--- src/rtl/noc_output_vc_scheduler_if.sv ---
// noc_output_vc_scheduler_if: flit/link/credit bundle between VC FIFOs, scheduler and port controllers
// Parameters: CHANNELS (VC count), CREDIT_W (credit counter width)
// master: upstream side; drives flit_valid/head/tail and credit_return, observes the rest
// slave:  scheduler side; drives flit_pop, link_valid/link_vc, credit, busy, err
interface noc_output_vc_scheduler_if #(
  parameter int CHANNELS = 2,
  parameter int CREDIT_W = 3
);
  logic [CHANNELS-1:0]          flit_valid_i;
  logic [CHANNELS-1:0]          flit_head_i;
  logic [CHANNELS-1:0]          flit_tail_i;
  logic [CHANNELS-1:0]          flit_pop_o;
  logic                         link_valid_o;
  logic [CHANNELS-1:0]          link_vc_o;
  logic [CHANNELS-1:0]          credit_return_i;
  logic [CHANNELS*CREDIT_W-1:0] credit_o;
  logic [CHANNELS-1:0]          busy_o;
  logic                         err_o;
  modport master (
    output flit_valid_i, flit_head_i, flit_tail_i, credit_return_i,
    input  flit_pop_o, link_valid_o, link_vc_o, credit_o, busy_o, err_o
  );
  modport slave (
    input  flit_valid_i, flit_head_i, flit_tail_i, credit_return_i,
    output flit_pop_o, link_valid_o, link_vc_o, credit_o, busy_o, err_o
  );
endinterface

--- src/rtl/noc_output_vc_scheduler.sv ---
// noc_output_vc_scheduler: round-robin, credit-gated flit scheduler sharing one output link among VCs
// Ports: noc_clk (clock), noc_rst_n (sync active-low reset), bus (slave modport of
//   noc_output_vc_scheduler_if: flit valid/head/tail in, pop out, link valid/vc out,
//   credit return in, credit/busy/err out)
// Option: NOC_VC_SCHED_PKT_LOCK_EN locks the link to one VC from head to tail flit
module noc_output_vc_scheduler #(
  parameter int CHANNELS     = 2,
  parameter int CREDIT_DEPTH = 4
) (
  input logic                        noc_clk,
  input logic                        noc_rst_n,
  noc_output_vc_scheduler_if.slave   bus
);
  localparam int CREDIT_W = $clog2(CREDIT_DEPTH + 1);
  localparam int PTR_W = CHANNELS > 1 ? $clog2(CHANNELS) : 1;
  localparam logic [CREDIT_W-1:0] FULL = CREDIT_W'(CREDIT_DEPTH);
  logic [CHANNELS-1:0] active_q, active_d, elig, pop, link_vc_q;
  logic [CREDIT_W-1:0] credit_q [CHANNELS];
  logic [CREDIT_W-1:0] credit_d [CHANNELS];
  logic [PTR_W-1:0]    ptr_q, ptr_d;
  logic                link_valid_q, err_q, err_d;
  always_comb begin
    for (int i = 0; i < CHANNELS; i++)
      elig[i] = bus.flit_valid_i[i] & (credit_q[i] != '0) & (active_q[i] | bus.flit_head_i[i]);
`ifdef NOC_VC_SCHED_PKT_LOCK_EN
    // a mid-packet VC owns the link exclusively until its tail leaves
    if (|active_q) elig = elig & active_q;
`endif
  end
  // search from ptr upward with explicit wrap so CHANNELS need not be a power of two
  always_comb begin
    pop = '0;
    ptr_d = ptr_q;
    for (int j = 0; j < CHANNELS; j++) begin
      int k;
      k = int'(ptr_q) + j;
      if (k >= CHANNELS) k -= CHANNELS;
      if (pop == '0 && elig[k] && noc_rst_n) begin
        pop[k] = 1'b1;
        ptr_d = (k + 1 == CHANNELS) ? '0 : PTR_W'(k + 1);
      end
    end
`ifdef NOC_VC_SCHED_PKT_LOCK_EN
    if (|active_q && !(|(pop & bus.flit_tail_i))) ptr_d = ptr_q;
`endif
  end
  always_ff @(posedge noc_clk) begin
    if (!noc_rst_n) active_q <= '0;
    else active_q <= active_d;
  end
  // a head popped while ACTIVE is treated as body, so only the tail bit decides the next state
  always_comb begin
    for (int i = 0; i < CHANNELS; i++)
      active_d[i] = pop[i] ? ~bus.flit_tail_i[i] : active_q[i];
  end
  assign bus.flit_pop_o = pop;
  assign bus.busy_o = active_q;
  always_comb begin
    err_d = err_q;
    for (int i = 0; i < CHANNELS; i++) begin
      credit_d[i] = (pop[i] & ~bus.credit_return_i[i]) ? credit_q[i] - 1'b1 :
                    (bus.credit_return_i[i] & ~pop[i] & credit_q[i] != FULL) ? credit_q[i] + 1'b1 :
                    credit_q[i];
      err_d |= bus.credit_return_i[i] & ~pop[i] & (credit_q[i] == FULL);
      err_d |= bus.flit_valid_i[i] & ~bus.flit_head_i[i] & ~active_q[i];
      err_d |= pop[i] & bus.flit_head_i[i] & active_q[i];
    end
  end
  always_ff @(posedge noc_clk) begin
    if (!noc_rst_n) begin
      ptr_q <= '0;
      link_valid_q <= 1'b0;
      link_vc_q <= '0;
      err_q <= 1'b0;
      for (int i = 0; i < CHANNELS; i++) credit_q[i] <= FULL;
    end else begin
      ptr_q <= ptr_d;
      link_valid_q <= |pop;
      link_vc_q <= pop;
      err_q <= err_d;
      for (int i = 0; i < CHANNELS; i++) credit_q[i] <= credit_d[i];
    end
  end
  for (genvar g = 0; g < CHANNELS; g++) begin : g_credit
    assign bus.credit_o[g*CREDIT_W +: CREDIT_W] = credit_q[g];
  end
  assign bus.link_valid_o = link_valid_q;
  assign bus.link_vc_o = link_vc_q;
  assign bus.err_o = err_q;
endmodule

--- src/flat_wrapper.sv ---
// flat-port wrapper written by rule: the top's interface ports become plain ports
module noc_output_vc_scheduler_flat 
#(
  parameter int CHANNELS     = 2,
  parameter int CREDIT_DEPTH = 4
)
  (noc_clk, noc_rst_n, bus_flit_valid_i, bus_flit_head_i, bus_flit_tail_i, bus_credit_return_i, bus_flit_pop_o, bus_link_valid_o, bus_link_vc_o, bus_credit_o, bus_busy_o, bus_err_o);
  noc_output_vc_scheduler_if #(.CHANNELS(CHANNELS), .CREDIT_W(3)) bus_i ();
  input logic noc_clk;
  input logic noc_rst_n;
  input wire logic [$bits(bus_i.flit_valid_i)-1:0] bus_flit_valid_i;
  input wire logic [$bits(bus_i.flit_head_i)-1:0] bus_flit_head_i;
  input wire logic [$bits(bus_i.flit_tail_i)-1:0] bus_flit_tail_i;
  input wire logic [$bits(bus_i.credit_return_i)-1:0] bus_credit_return_i;
  output wire logic [$bits(bus_i.flit_pop_o)-1:0] bus_flit_pop_o;
  output wire logic [$bits(bus_i.link_valid_o)-1:0] bus_link_valid_o;
  output wire logic [$bits(bus_i.link_vc_o)-1:0] bus_link_vc_o;
  output wire logic [$bits(bus_i.credit_o)-1:0] bus_credit_o;
  output wire logic [$bits(bus_i.busy_o)-1:0] bus_busy_o;
  output wire logic [$bits(bus_i.err_o)-1:0] bus_err_o;
  assign bus_i.flit_valid_i = bus_flit_valid_i;
  assign bus_i.flit_head_i = bus_flit_head_i;
  assign bus_i.flit_tail_i = bus_flit_tail_i;
  assign bus_i.credit_return_i = bus_credit_return_i;
  assign bus_flit_pop_o = bus_i.flit_pop_o;
  assign bus_link_valid_o = bus_i.link_valid_o;
  assign bus_link_vc_o = bus_i.link_vc_o;
  assign bus_credit_o = bus_i.credit_o;
  assign bus_busy_o = bus_i.busy_o;
  assign bus_err_o = bus_i.err_o;
  noc_output_vc_scheduler #(.CHANNELS(CHANNELS), .CREDIT_DEPTH(CREDIT_DEPTH)) u_core (.noc_clk(noc_clk), .noc_rst_n(noc_rst_n), .bus(bus_i));
endmodule
--- config.mk ---
export PLATFORM = sky130hd
export DESIGN_NAME = noc_output_vc_scheduler_flat
export DESIGN_NICKNAME = d
export VERILOG_FILES = /design/src/rtl/noc_output_vc_scheduler_if.sv /design/src/rtl/noc_output_vc_scheduler.sv /design/src/flat_wrapper.sv
export SDC_FILE = /design/constraint.sdc
export NUM_CORES = 1
export LEC_CHECK = 0
export CORE_MARGIN = 8
export CORE_UTILIZATION = 45
export CTS_CLUSTER_DIAMETER = 200
export DETAILED_ROUTE_END_ITERATION = 8
export GPL_TIMING_DRIVEN = 0
export PLACE_DENSITY_LB_ADDON = 0.12
export SLEW_MARGIN = 10
export SYNTH_ARGS = -nofsm -noshare
export SYNTH_HDL_FRONTEND = slang
export SYNTH_SLANG_ARGS = --single-unit
export TNS_END_PERCENT = 30
--- constraint.sdc ---
create_clock -name noc_clk -period 2.9 [get_ports noc_clk]
set_clock_uncertainty 0.05 [all_clocks]
set_input_delay 0.58 -clock noc_clk [delete_from_list [all_inputs] [get_ports noc_clk]]
set_output_delay 0.58 -clock noc_clk [all_outputs]
set_load 0.005 [all_outputs]
==> results.tsv <==
stage	metric	value	unit
outcome	status	finished, final reports clean	
yosys	Synth Register Bits	13	
final_layout	fill cell count	152	
yosys	biggest area cells	dfxtp_1 (33%), mux2i_1 (6.4%), nor2_1 (5.8%)	
placed_design	port buffer count	23	
floorplanning	Init Core Util	0.463	
final_layout	Syn-to-layout area delta	36.0	%
pwr	Max IR drop VDD	0.000252	V
floorplanning	die span in x	57.7	µm
placed_design	DP HPWL	1.48	mm
final_layout	share of layout cells above drive strength 1	0.103	
yosys	post-synth top area share	0.333	
pwr	net switching power	0.136	mW
sta	Worst-Margin Slew	472	ps
global_route	grt ovf	0	
floorplanning	die area	3330	µm²
yosys	YS chip area	782	µm²
sta	Rel. slew slack	0.686	
worst_setup_path	Worst setup SP type	input pin	
clock_network	# resized after CTS	0	
final_layout	Cell Count, Final, Fillers Out	133	
yosys	Synth top cells by count	dfxtp_1 (13), nor2_1 (12), nand2_1 (10)	
global_route	total track usage	0.114	
clock_network	Root Buffer Master	clkbuf_4	
placed_design	Setup WS pre-CTS	-195	ps
-- cell usage in the layout, fill, tap and decap left out, drive strengths merged --
| cell | n |
|---|---|
| clkdlybuf4s50 | 23 |
| dfxtp | 13 |
| nor2 | 13 |
| nand2 | 10 |
| inv | 10 |
| mux2i | 5 |
| clkbuf | 5 |
| o21ai | 4 |
| a21oi | 3 |
| nor3 | 3 |
| a211oi | 2 |
| o21a | 2 |
| nand3 | 2 |
| xnor2 | 2 |
| fa | 2 |
| or3 | 1 |
| nand3b | 1 |
| o31ai | 1 |
| o211ai | 1 |
| or2 | 1 |
| nand2b | 1 |
| nor3b | 1 |
| a21boi | 1 |
| a32o | 1 |
| a31oi | 1 |
| o41ai | 1 |
| and4b | 1 |
| a211o | 1 |
| o32ai | 1 |
| nand4 | 1 |
| a221oi | 1 |
| o31a | 1 |
-- worst max-delay path, stage by stage --
cell	delay, ps
clkdlybuf4s50_1	530
o21ai_2	100
nor2_1	180
o211ai_4	140
inv_2	130
clkdlybuf4s50_1	510
-- stage by stage --
step | instance area [µm²] | hold slack, ps
after floorplan | 782 | 438
after global placement | 1030 | 455
after detailed placement | 1030 | 457
after CTS | 1060 | 471
after global routing | 1060 | 503
final | 1060 | 473
-- final cells by class --
type | count | share of cell area
plain buffers | 1 | 0.00353
well taps | 17 | 0.0200
multi-input cells | 65 | 0.455
inverters | 10 | 0.0353
flip-flops and latches | 13 | 0.245
clock buffers | 4 | 0.0247
repair buffers | 23 | 0.216
-- routing by layer --
layer	track usage	vias up
met4	0.0524	0
met3	0.0397	4
met2	0.196	16
li1	-	367
met1	0.122	322
met5	0	-
-- registers in the layout, indices dropped and copies added (netlist names) --
register / flops
u_core.credit_q: 6
u_core.bus.busy_o: 2
u_core.bus.link_vc_o: 2
u_core.bus.err_o: 1
u_core.bus.link_valid_o: 1
u_core.ptr_q: 1
-- path summary, 6_finish.rpt --
| kind | start | endpoint |
|---|---|---|
| min | u_core.credit_q[0][3]$_SDFFE_PN0P_ | u_core.credit_q[0][3]$_SDFFE_PN0P_ |
| max | bus_flit_head_i[0] | bus_flit_pop_o[0] |
| min reg2reg | u_core.credit_q[0][3]$_SDFFE_PN0P_ | u_core.credit_q[0][3]$_SDFFE_PN0P_ |
| max reg2reg | u_core.credit_q[0][2]$_SDFFE_PN1P_ | u_core.credit_q[0][5]$_SDFFE_PN1P_ |
-- kinds of logic after synthesis --
group,share of synthesized area
AND-OR/OR-AND,0.224
XOR/XNOR,0.0224
AND/OR/NAND/NOR,0.253
buffers and inverters,0.0528
flip-flops,0.333
multiplexers,0.0640
adder cells (fa/ha/maj),0.0512
-- power by group through the flow --
| stage | Combinational (mW) | Clock (mW) | Sequential [mW] |
|---|---|---|---|
| final | 0.123 | 0.116 | 0.208 |
| after global placement | 0.121 | 0 | 0.211 |
| after floorplan | 0.0673 | 0 | 0.210 |
| after global routing | 0.136 | 0.127 | 0.210 |
| after CTS | 0.124 | 0.120 | 0.207 |
| after detailed placement | 0.124 | 0 | 0.212 |
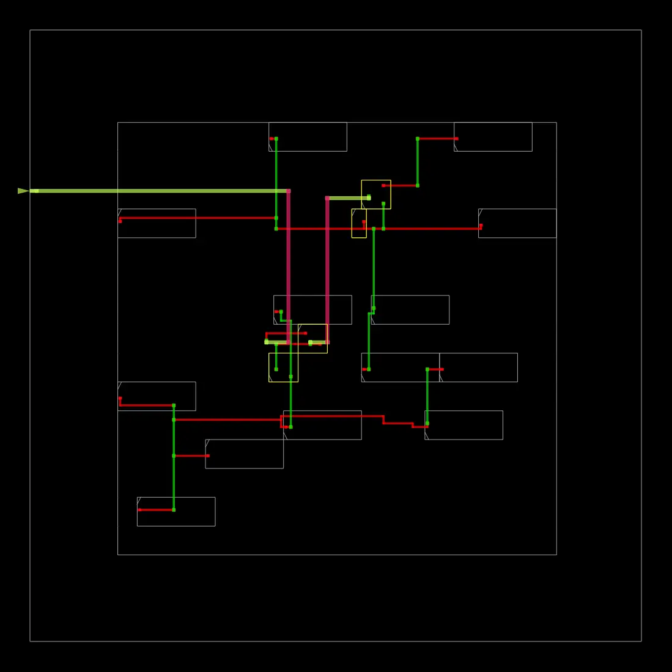
**Above:** clock nets.
CTS Buf Count: 3
Sink Count: 13

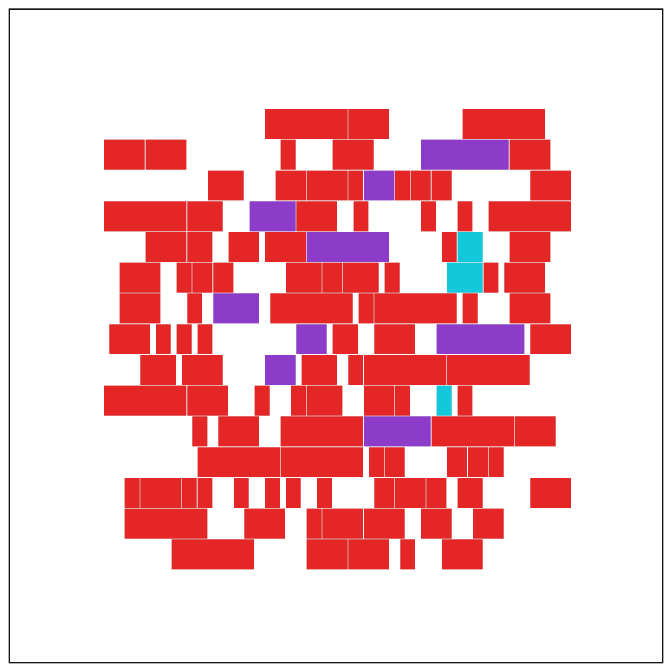
**Above:** sizing map.
x1 and smaller: shown in red, cells 104, share 90%, most used clkdlybuf4s50_1. x2: shown in cyan, cells 3, share 2.6%. x3 and x4: shown in purple, cells 9, share 7.8%, most used clkbuf_4.
Non-clk bufs: 24
final worst slack: 90.7 ps

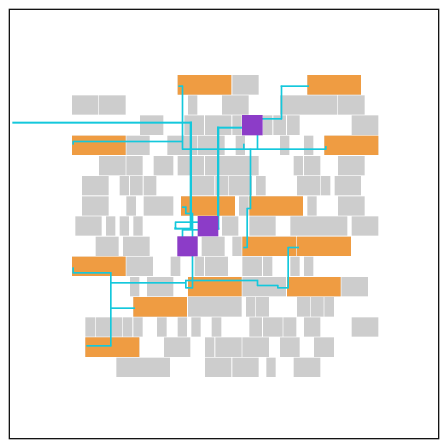
**Above:** clock distribution.
clock wires: shown in cyan, length 211 µm. clock-net drivers: shown in purple, count 3. flip-flops: shown in orange, count 13.
There are 4 routed clock nets.
clk latency late pin: 280 ps
Clock Power: 0.116 mW
clock power share: 0.260

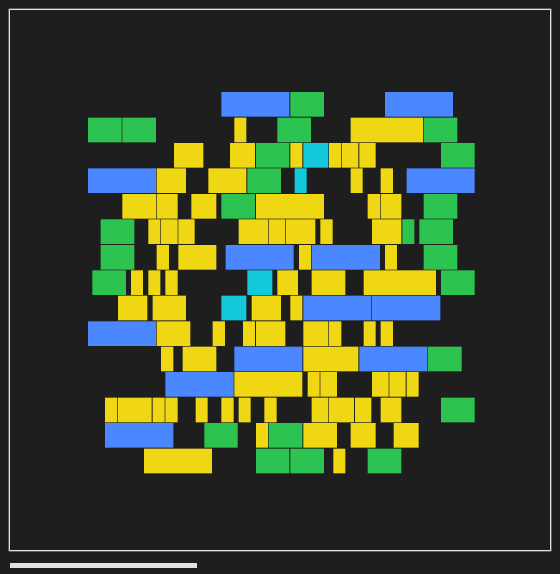
**Above:** placed cells, one color a class.
The bar under the picture is 20 µm long.
registers: shown in blue, cells 13, share of their area 25%. clock drivers and dummy loads: shown in cyan, cells 4, share of their area 2.5%. remaining buffers and delay cells: shown in green, cells 24, share of their area 22%. remaining logic cells: shown in yellow, cells 75, share of their area 50%.

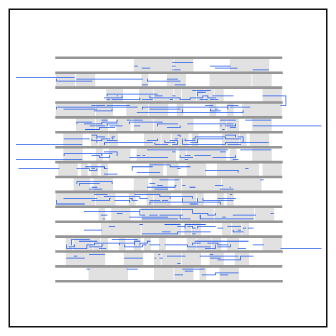
**Above:** the metal 1 layer.
Supply wires on this layer in gray. Cells faint in the background.
The layer holds 44% of the routed length. 115 nets have wire on it. The longest straight run is 19.3 µm. The wires run mostly horizontal.

No activity file was given, so power comes from the tool's default toggle rates.
